run_1/gate_families.png
Bar = 50 um.
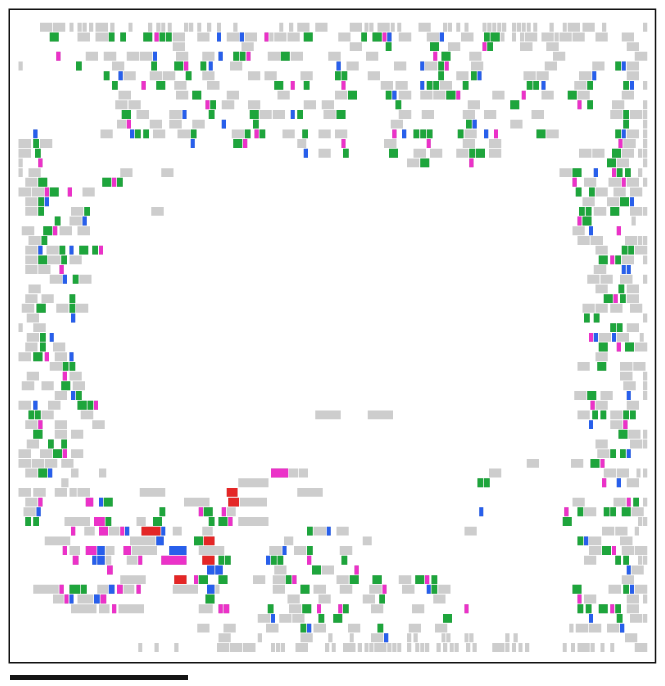
run_1/met3.png
Bar = 50 um.
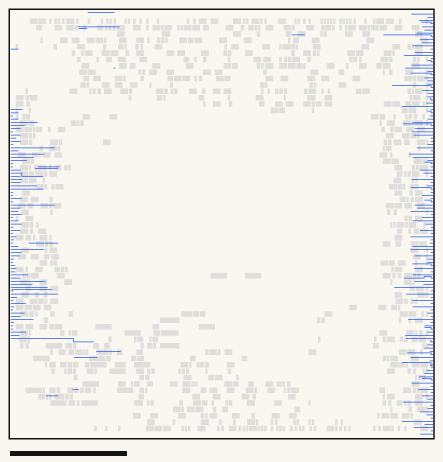
run_1/zoom.png
Bar = 10 um. Region (116, 26) to (156, 66) um. Cells in gray, sequential cells in the stronger gray; small squares are vias.
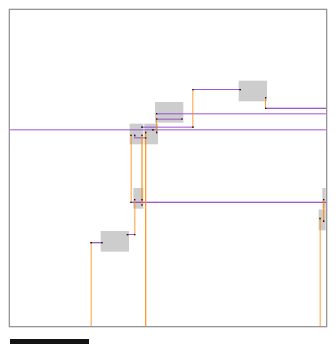
Design fifo_wr_arbiter, sky130hd; sources not shown.
==> impl_metrics.tcl, run 1 <==
# metrics dict for downstream scripts
set metrics [dict create \
    status "complete, no violations" \
    p_comb_share_pct 75.5 \
    ff2ff_setup_slack_ps 2880 \
    gp_congestion 0.736 \
    cts_hold_buf 0 \
    initCoreUtil_pct 11.4 \
    syn-cell-area_um2 3560 \
    p_int_w 0.000530 \
    via_per_inst 3.70 \
    finalSetupViolCount 0 \
    clkPwrFrac_pct 7.9 \
    cellLeakagePower_nw 2.57 \
    synth-main-ff-cell "dfxtp_1" \
    synth.distinct_cells 41 \
    cts_setup_buffers 0 \
    cp-start-kind "input port" \
    hold_path_class "reg -> reg" \
    largest_register_ffs 8 \
    ys_warn_count 0 \
    nNetsFinal 1154 \
    grt_setup_unrepaired "false" \
    path_cells "clkdlybuf4s50_1 > a22oi_1 > a21boi_0 > clkdlybuf4s50_1" \
    clockBufferDepth 2 \
    cp_max_fo 6 \
    tightest_slew_ps 799 \
    design_area_um2 6920 \
    timing.hold.ws_ps 500 \
    hpwl_mm 14.7 \
    setup.worst_path.class "in -> out" \
    h-tree-depth 1 \
    grt_pass1_vias 4422 \
    row_count 65 \
    top_area_cell "buf_4" \
    fin_skew_ps 1.11 \
    p_sw_w 0.000357 \
    synth-async-reset-ratio_pct 0 \
    cpMaxStageDelayCell "clkdlybuf4s50_1" \
    wl_per_cell_um 14.1 \
    yosys_area_um2 3560 \
    synth_cells 585 \
    clk_pin_slew_ps 100 \
    cts_buffers 3 \
    drt_first_pass_iters 4 \
    fin_util_pct 22.1 \
    drv_cap 0 \
    chipHeight_um 183 \
    cpMostUsedCell "clkdlybuf4s50_1" \
    netlist.area_leader.share_pct 27.0 \
    io_buffer_count 336 \
    tool_warnings 25 \
]
-- gate_families.png (at the start) --
NAND gates -> blue  # cells 78, most used nand2_1, where all over the die
NOR gates -> magenta  # cells 89, most used nor2_1, where all over the die
inverting AOI/OAI gates -> green  # cells 207, where all over the die
AND-OR and OR-AND gates -> red  # cells 6, most used a22o_1
Comb area share: 37.6%
Top cell excl fill/tap: clkdlybuf4s50_1
Post-Layout Cell Count: 1292

-- met3.png (at the start) --
wire length on this layer = 1190 um
nets with wire on the layer = 216
share of all routed wire = 6.5%
global routing usage on met3: 1.83%
vias: 4778
Routed WL: 18.2 mm

-- zoom.png (at the start) --
met2 -> orange
met1 -> purple
most frequent = clkdlybuf4s50_1 (3)
sequential cells in the window = 0
cells with their middle in the window = 6

==> run 1: power groups by stage <==
stage	Sequential [W]	Clock (W)	Combinational (W)
after floorplan	0.000160	0	0.000232
after global placement	0.000152	0	0.000674
after detailed placement	0.000152	0	0.000671
after CTS	0.000149	0.0000731	0.000675
after global routing	0.000151	0.0000779	0.000727
final	0.000147	0.0000700	0.000670
==> run 1: cells by family after synthesis <==
family                   synth area share, %
other                                  0.105
flip-flops                              8.42
adder cells (fa/ha/maj)                0.351
AND/OR/NAND/NOR                         21.3
AND-OR/OR-AND                           35.9
XOR/XNOR                                1.72
buffers and inverters                   32.2
==> run 1: layer usage <==
layer	up-vias	wire (um)	global-route usage, %
met3	2	1190	1.83
met2	231	9440	18.3
met1	2162	7580	12.1
met5	-	0	0
li1	2383	-	-
met4	0	23	0.650
==> run 1: through the flow <==
stage / total power, W / TNS, ps / worst slack [ps]
floorplan: 0.000392 / -16350 / -293
global placement: 0.000826 / 0 / 468
detailed placement: 0.000823 / 0 / 434
CTS: 0.000897 / 0 / 404
global route: 0.000956 / 0 / 350
finish: 0.000887 / 0 / 424
==> run 1: worst max-delay path, delay by kind of cell <==
kind | cells | cell delay [ps]
buffers and inverters | 2 | 1220
AOI/OAI and AO/OA | 2 | 460
==> run 1: cell usage in the layout (no fill, tap or decap), drive strengths merged, types with 2 or more instances in the layout <==
| cell | count |
|---|---|
| a21oi | 69 |
| buf | 9 |
| nor2b | 2 |
| nor2 | 78 |
| a21boi | 2 |
| a22oi | 68 |
| nand2 | 69 |
| clkbuf | 3 |
| a211o | 2 |
| nand2b | 5 |
| clkdlybuf4s50 | 336 |
| a22o | 2 |
| xnor2 | 7 |
| dfxtp | 15 |
| nand4 | 2 |
| and2 | 4 |
| o21ai | 66 |
| nor4b | 2 |
| nand3 | 2 |
| nor3 | 5 |
| conb | 128 |
==> run 1: area by class of cell <==
cell class	count	area [um^2]
fill	3522	24300
timing repair buffer	345	3470
multi-input combinational	524	2600
tap	402	503
sequential	15	309
clock buffer	3	22.5
clock inverter	1	5.00
inverter	1	3.75
antenna	1	2.50
==> run 1: synth_stat cells (2+ instances only) <==
library cell	number
buf_4	128
nor2_1	77
nand2_1	69
a21oi_1	68
a22oi_1	68
o21ai_0	44
clkbuf_1	32
o21ai_1	22
dfxtp_1	15
buf_2	7
xnor2_1	7
nor3_1	5
and2_1	4
buf_1	4
nand2b_1	4
a22o_1	2
nand3_1	2
nand4_1	2
nor2b_1	2
nor4b_1	2
run_1/final_congestion.png
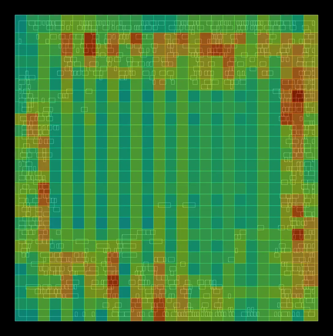

==> run 2, diff against run 1 <==
--- a/config.mk
+++ b/config.mk
@@ -11,6 +11,7 @@
 export DETAILED_ROUTE_END_ITERATION = 10
 export DIE_AREA = 0 0 181 183
 export PLACE_DENSITY = 0.4
+export RECOVER_POWER = 25
 export REMOVE_ABC_BUFFERS = 1
 export SLEW_MARGIN = 20
 export SYNTH_ARGS = -nofsm -noshare
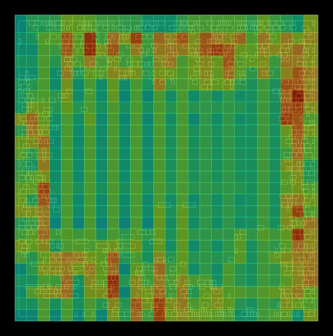
run_2/final_congestion.png
GR Util All Layers: 9.75%
per-cell routed wire length: 14.1 um
met1 Resource Use GR: 12.1%
M2 GR Usage: 18.3%
busiest layer in global routing: met2

==> impl_metrics.tcl, run 2 <==
# metrics dict for downstream scripts
set metrics [dict create \
    io_buffer_count 336 \
    via_per_inst 3.70 \
    cellLeakagePower_nw 2.56 \
    cp-start-kind "input port" \
    flop_area_um2 300 \
    hold_path_class "reg -> reg" \
    design_area_um2 6880 \
    tool_warnings 25 \
    fin_util_pct 22.0 \
    drt_wl_total_mm 18.2 \
    clockBufferDepth 2 \
    met3_usage_pct 1.83 \
    fin_skew_ps 4.33 \
    tightest_slew_ps 1890 \
    drt_first_pass_iters 4 \
    violations "capacitance limit, slew limit" \
    clk_pin_slew_ps 100 \
    status "complete, but fails checks" \
    layout.cells.most_common "clkdlybuf4s50_1" \
    fin_setup_tns_ps 0 \
    cts_setup_buffers 0 \
    layout_top_cells "clkdlybuf4s50_1, conb_1, nor2_1" \
    h-tree-depth 1 \
    top_cell "buf_4" \
    slew_violations 49 \
    synth-main-ff-cell "dfxtp_1" \
    drv_cap 1 \
    top_cells_by_count "buf_4, nor2_1, nand2_1" \
    cp_num_cells 4 \
    chipHeight_um 183 \
    ff2ff_setup_slack_ps 2190 \
    largest_register_ffs 8 \
    cp_max_fo 6 \
]
run 2: final cells by class:
class | instances | area share [%]
inverters | 1 | 0.0546
diodes | 1 | 0.0364
clock inverters | 1 | 0.0727
repair buffers | 345 | 50.4
well taps | 402 | 7.31
flip-flops and latches | 15 | 4.36
clock buffers | 3 | 0.327
multi-input cells | 524 | 37.4
run 2: report_power, final:
group          total [W]  internal (W)  switching, W
clock network  0.0000694     0.0000283     0.0000411
logic           0.000669      0.000382      0.000287
registers       0.000146      0.000119     0.0000272
total           0.000884      0.000529      0.000355
run 2: through the flow:
step,hold WS [ps],setup WS (ps)
6_report,500,373
5_1_grt,558,202
4_1_cts,498,404
3_5_place_dp,473,434
3_3_place_gp,466,468
2_1_floorplan,444,-293
run 2: logic make-up (layout without fill, tap and decap cells):
group	Yosys count	after routing	share of synthesized area (%)
AND-OR/OR-AND	213	213	35.9
XOR/XNOR	7	7	1.72
adder cells (fa/ha/maj)	1	1	0.351
buffers and inverters	173	350	32.2
flip-flops	15	15	8.42
other	1	129	0.105
AND/OR/NAND/NOR	175	175	21.3
run 2: layer usage:
| layer | share of wire, % | routed length, um |
|---|---|---|
| met4 | 0.13 | 23 |
| met5 | 0 | 0 |
| met2 | 52 | 9430 |
| met1 | 42 | 7590 |
| met3 | 6.6 | 1210 |
Power figures rest on the tool's default switching activity, not on a simulated workload.
